File: config.mk
export PLATFORM = sky130hd
export DESIGN_NAME = ps2_led_sync_flat
export DESIGN_NICKNAME = d
export VERILOG_FILES = /design/src/rtl/ps2_led_sync_if.sv /design/src/rtl/ps2_led_sync.sv /design/src/flat_wrapper.sv
export SDC_FILE = /design/constraint.sdc
export NUM_CORES = 1
export LEC_CHECK = 0
export CELL_PAD_IN_SITES_DETAIL_PLACEMENT = 1
export CELL_PAD_IN_SITES_GLOBAL_PLACEMENT = 2
export CORE_MARGIN = 2
export CORE_UTILIZATION = 32
export CTS_CLUSTER_SIZE = 30
export DETAILED_ROUTE_END_ITERATION = 10
export PLACE_DENSITY = 0.84
export SLEW_MARGIN = 20
export SYNTH_ARGS = -nofsm -noshare
export SYNTH_HDL_FRONTEND = slang
export SYNTH_SLANG_ARGS = --single-unit
File: constraint.sdc
create_clock -name clk_2 -period 3.8 [get_ports clk_2]
set_input_delay 0.57 -clock clk_2 [delete_from_list [all_inputs] [get_ports clk_2]]
set_output_delay 0.57 -clock clk_2 [all_outputs]
set_load 0.005 [all_outputs]
File: src/rtl/ps2_led_sync_if.sv
// ps2_led_sync_if
// Byte-level link between the LED synchroniser and the shared PS/2 host
// transmitter / received-code stream.
//   tx_start          one-cycle request to send tx_data
//   tx_data           byte to send
//   tx_busy           transmitter busy (high the cycle after tx_start until sent)
//   code_new_updated  one-cycle strobe marking a new received byte
//   check_code        received byte, valid with code_new_updated
// Modports: master = the synchroniser, slave = transmitter/receiver side.
interface ps2_led_sync_if;
    logic       tx_start;
    logic [7:0] tx_data;
    logic       tx_busy;
    logic       code_new_updated;
    logic [7:0] check_code;

    modport master (
        output tx_start,
        output tx_data,
        input  tx_busy,
        input  code_new_updated,
        input  check_code
    );

    modport slave (
        input  tx_start,
        input  tx_data,
        output tx_busy,
        output code_new_updated,
        output check_code
    );
endinterface

File: src/rtl/ps2_led_sync.sv
// ps2_led_sync
// Sends the requested keyboard LED state with the PS/2 Set-LEDs sequence
// (0xED, ACK, mask byte, ACK) through the shared host transmitter and watches
// the received-code stream for ACK (0xFA) / Resend (0xFE).
// Optional feature macro: PS2_LED_SYNC_RETRY_EN
//   defined   : Resend or timeout re-sends the current byte up to MAX_RETRY times
//   undefined : Resend or timeout abandons the transfer immediately
// Ports:
//   clk_2        system clock
//   rst          synchronous active-high reset
//   clk_300k     count enable for the response timeout
//   led_req      requested LED mask {caps, num, scroll}
//   led_applied  last mask acknowledged by the keyboard
//   busy         transfer in progress
//   error        last transfer abandoned; cleared by the next success
//   link         transmitter / received-code link (master side)
module ps2_led_sync #(
    parameter int TIMEOUT   = 3000,
    parameter int MAX_RETRY = 3
) (
    input  logic                  clk_2,
    input  logic                  rst,
    input  logic                  clk_300k,
    input  logic [2:0]            led_req,
    output logic [2:0]            led_applied,
    output logic                  busy,
    output logic                  error,
    ps2_led_sync_if.master        link
);

    typedef enum logic [2:0] {
        IDLE,
        SEND,
        WAIT_TX,
        WAIT_ACK,
        DONE,
        FAIL
    } state_t;

    localparam logic [11:0] TMO_LIMIT = 12'(TIMEOUT);

    // The retry counter is two bits wide; larger values cannot be honoured.
    if (MAX_RETRY < 0 || MAX_RETRY > 3) begin : g_bad_max_retry
        $error("MAX_RETRY must be in 0..3");
    end
    if (TIMEOUT < 0 || TIMEOUT > 4095) begin : g_bad_timeout
        $error("TIMEOUT must fit in 12 bits");
    end

    state_t      state;
    logic [2:0]  last_req;
    logic [2:0]  mask;
    logic [11:0] tmo;
    logic        byte_sel;
    logic        tx_first;
`ifdef PS2_LED_SYNC_RETRY_EN
    localparam logic [1:0] RETRY_LIMIT = 2'(MAX_RETRY);
    logic [1:0]  retry;
`endif

    logic is_ack;
    logic is_resend;
    logic tmo_hit;

    assign is_ack    = link.code_new_updated && (link.check_code == 8'hFA);
    assign is_resend = link.code_new_updated && (link.check_code == 8'hFE);
    assign tmo_hit   = (tmo >= TMO_LIMIT);

    always_ff @(posedge clk_2) begin
        if (rst) begin
            state         <= IDLE;
            link.tx_start <= 1'b0;
            link.tx_data  <= 8'h00;
            led_applied   <= 3'b000;
            busy          <= 1'b0;
            error         <= 1'b0;
            last_req      <= 3'b000;
            mask          <= 3'b000;
            tmo           <= 12'd0;
            byte_sel      <= 1'b0;
            tx_first      <= 1'b0;
`ifdef PS2_LED_SYNC_RETRY_EN
            retry         <= 2'd0;
`endif
        end else begin
            link.tx_start <= 1'b0;
            case (state)
                IDLE: begin
                    // busy is released here rather than on leaving DONE/FAIL so
                    // it stays high through the cycle where the result appears.
                    busy <= (led_req != last_req);
                    if (led_req != last_req) begin
                        mask     <= led_req;
                        last_req <= led_req;
                        byte_sel <= 1'b0;
`ifdef PS2_LED_SYNC_RETRY_EN
                        retry    <= 2'd0;
`endif
                        state    <= SEND;
                    end
                end

                SEND: begin
                    if (!link.tx_busy) begin
                        link.tx_data  <= byte_sel ? {5'b00000, mask} : 8'hED;
                        link.tx_start <= 1'b1;
                        tx_first      <= 1'b1;
                        state         <= WAIT_TX;
                    end
                end

                WAIT_TX: begin
                    // tx_busy only rises the cycle after tx_start, so the first
                    // sample here would see a stale idle transmitter.
                    if (tx_first) begin
                        tx_first <= 1'b0;
                    end else if (!link.tx_busy) begin
                        tmo   <= 12'd0;
                        state <= WAIT_ACK;
                    end
                end

                WAIT_ACK: begin
                    // A strobe's code takes priority over a simultaneous timeout;
                    // unrelated scan codes fall through and are ignored.
                    if (is_ack) begin
                        if (!byte_sel) begin
                            byte_sel <= 1'b1;
`ifdef PS2_LED_SYNC_RETRY_EN
                            retry    <= 2'd0;
`endif
                            state    <= SEND;
                        end else begin
                            state <= DONE;
                        end
                    end else if (is_resend || tmo_hit) begin
`ifdef PS2_LED_SYNC_RETRY_EN
                        if (retry < RETRY_LIMIT) begin
                            retry <= retry + 2'd1;
                            state <= SEND;
                        end else begin
                            state <= FAIL;
                        end
`else
                        state <= FAIL;
`endif
                    end else if (clk_300k && !tmo_hit) begin
                        tmo <= tmo + 12'd1;
                    end
                end

                DONE: begin
                    led_applied <= mask;
                    error       <= 1'b0;
                    state       <= IDLE;
                end

                FAIL: begin
                    error <= 1'b1;
                    state <= IDLE;
                end

                default: state <= IDLE;
            endcase
        end
    end

endmodule

File: src/flat_wrapper.sv
// flat-port wrapper written by rule: the top's interface ports become plain ports
module ps2_led_sync_flat 
#(
    parameter int TIMEOUT   = 3000,
    parameter int MAX_RETRY = 3
)
  (clk_2, rst, clk_300k, led_req, led_applied, busy, error, link_tx_start, link_tx_data, link_tx_busy, link_code_new_updated, link_check_code);
  ps2_led_sync_if link_i ();
  input  logic clk_2;
  input  logic rst;
  input  logic clk_300k;
  input  logic [2:0] led_req;
  output logic [2:0] led_applied;
  output logic busy;
  output logic error;
  output wire logic [$bits(link_i.tx_start)-1:0] link_tx_start;
  output wire logic [$bits(link_i.tx_data)-1:0] link_tx_data;
  input wire logic [$bits(link_i.tx_busy)-1:0] link_tx_busy;
  input wire logic [$bits(link_i.code_new_updated)-1:0] link_code_new_updated;
  input wire logic [$bits(link_i.check_code)-1:0] link_check_code;
  assign link_tx_start = link_i.tx_start;
  assign link_tx_data = link_i.tx_data;
  assign link_i.tx_busy = link_tx_busy;
  assign link_i.code_new_updated = link_code_new_updated;
  assign link_i.check_code = link_check_code;
  ps2_led_sync #(.TIMEOUT(TIMEOUT), .MAX_RETRY(MAX_RETRY)) u_core (.clk_2(clk_2), .rst(rst), .clk_300k(clk_300k), .led_req(led_req), .led_applied(led_applied), .busy(busy), .error(error), .link(link_i));
endmodule
class_map.png
(4 px per µm)
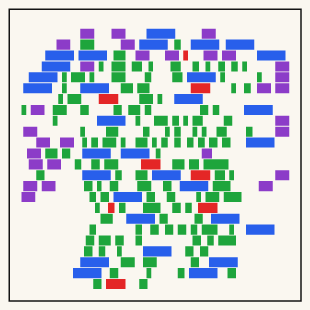
Key: red = clock drivers and dummy loads [cells 8]; green = remaining logic cells [cells 130]; blue = registers [cells 30]; purple = remaining buffers and delay cells [cells 29]
core region area: 0.00444 mm²
count of standard-cell rows: 24
share of cell area taken by flip-flops and latches: 32.0%
post-route design area: 0.00187 mm²
utilization after layout: 42.2%

port_trees.png
(6 px per µm)
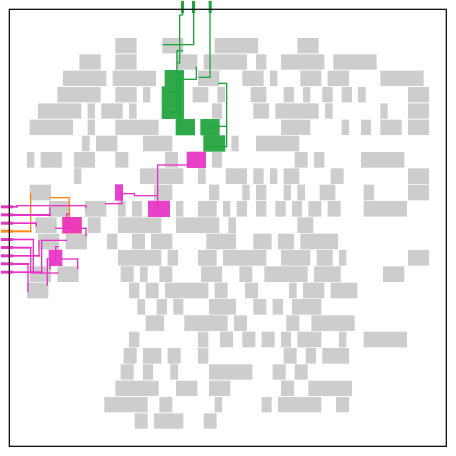
Key: orange = link_code_new_updated [bits 1, direction input, edge left, end cells 1, wire 17.3 µm]; green = led_req [bits 3, direction input, edge top, end cells 6, wire 78.9 µm]; magenta = link_check_code [bits 8, direction input, edge left, end cells 5, wire 119 µm]
number of buffer cells added on primary ports: 28
number of I/O pins: 30

m3.png
(4 px per µm)
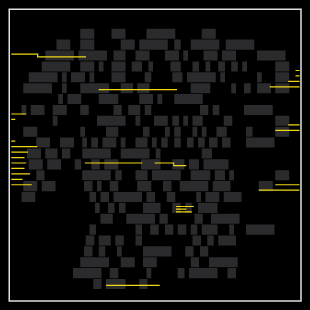
24 nets have wire on it. The layer carries 155 µm of wire.
overall via count from detail_route: 1366
met3 Usage GRT: 4.14%

-- state kept, by name (all words and copies together), names as in the netlist --
name	flops
u_core.tx_first	1
u_core.state	3
u_core.last_req	3
u_core.link.tx_start	1
u_core.busy	1
u_core.tmo	12
u_core.byte_sel	1
u_core.led_applied	3
u_core.error	1
u_core.link.tx_data	4
-- worst max-delay path, delay by kind of cell --
family / cells / cell delay, ns
AND-OR/OR-AND: 2 / 0.36
AND/OR/NAND/NOR: 2 / 0.73
buffers and inverters: 1 / 0.83
==> impl_table.tex <==
% Table of physical implementation metrics
\begin{tabular}{lr}
\hline
Metric & Value \\
\hline
\multicolumn{2}{l}{\textbf{Finish}} \\
\quad Final Net Count & 214 \\
\quad Combinational gate area & 811 µm² \\
\multicolumn{2}{l}{\textbf{Synthesis}} \\
\quad Post-synthesis cell type with the largest instance count & dfxtp\_1 \\
\quad Adder-Cell Fraction of Synth Area & 1.66\% \\
\quad Area fraction in and, or, nand and nor cells after synthesis & 26.4\% \\
\quad Synthesis warning total & 0 \\
\quad Synth cell count leaders & dfxtp\_1, nor2\_1, a21oi\_1 \\
\quad Number of synthesized flops with an enable pin & 0 \\
\quad Area fraction in mux cells & 6.07\% \\
\quad Cell type with the largest total area after synthesis & dfxtp\_1 \\
\multicolumn{2}{l}{\textbf{Clock network}} \\
\quad Total clock buffers created by CTS & 5 \\
\multicolumn{2}{l}{\textbf{Power and ir drop}} \\
\quad Peak ir drop on the vdd network & 0.162 mV \\
\quad Combinational power share & 23.7\% \\
\quad Leading power group & registers \\
\quad Leak & 0.000719 µW \\
\multicolumn{2}{l}{\textbf{Route}} \\
\quad Final routed wirelength across all metal layers & 3780 µm \\
\quad Post-DRT Antenna Nets & 0 \\
\quad First-pass detailed-route iteration total & 4 \\
\multicolumn{2}{l}{\textbf{Hold path}} \\
\quad Launch point of the worst hold path & u\_core.link.tx\_data[1]\$\_SDFFE\_PP0P\_ \\
\quad Min-delay worst type & register to register \\
\quad Number of instances on the worst hold path & 2 \\
\quad Hold EP & u\_core.link.tx\_data[1]\$\_SDFFE\_PP0P\_ \\
\multicolumn{2}{l}{\textbf{GRT}} \\
\quad Total grt overflow & 0 \\
\multicolumn{2}{l}{\textbf{Run status}} \\
\quad Outcome & finished clean \\
\multicolumn{2}{l}{\textbf{Timing}} \\
\quad Worst-case setup margin in the final layout & 1.51 ns \\
\quad Max Slew Vio Count & 0 \\
\quad Worst Max-Slew Pin Slew & 0.829 ns \\
\quad Final setup TNS & 0 ns \\
\quad Worst hold slack across all endpoints & 0.459 ns \\
\multicolumn{2}{l}{\textbf{Setup path}} \\
\quad Endpoint of the worst register-to-register path & u\_core.tmo[8]\$\_SDFFE\_PP0P\_ \\
\quad Source of the critical timing path & rst \\
\quad Startpoint type of the worst setup path & input pin \\
\multicolumn{2}{l}{\textbf{Placement}} \\
\quad Total half-perimeter wirelength after legalization and detailed placement & 2790 µm \\
\quad Placed inst area & 0.00178 mm² \\
\hline
\end{tabular}
No activity file was given, so power comes from the tool's default toggle rates.
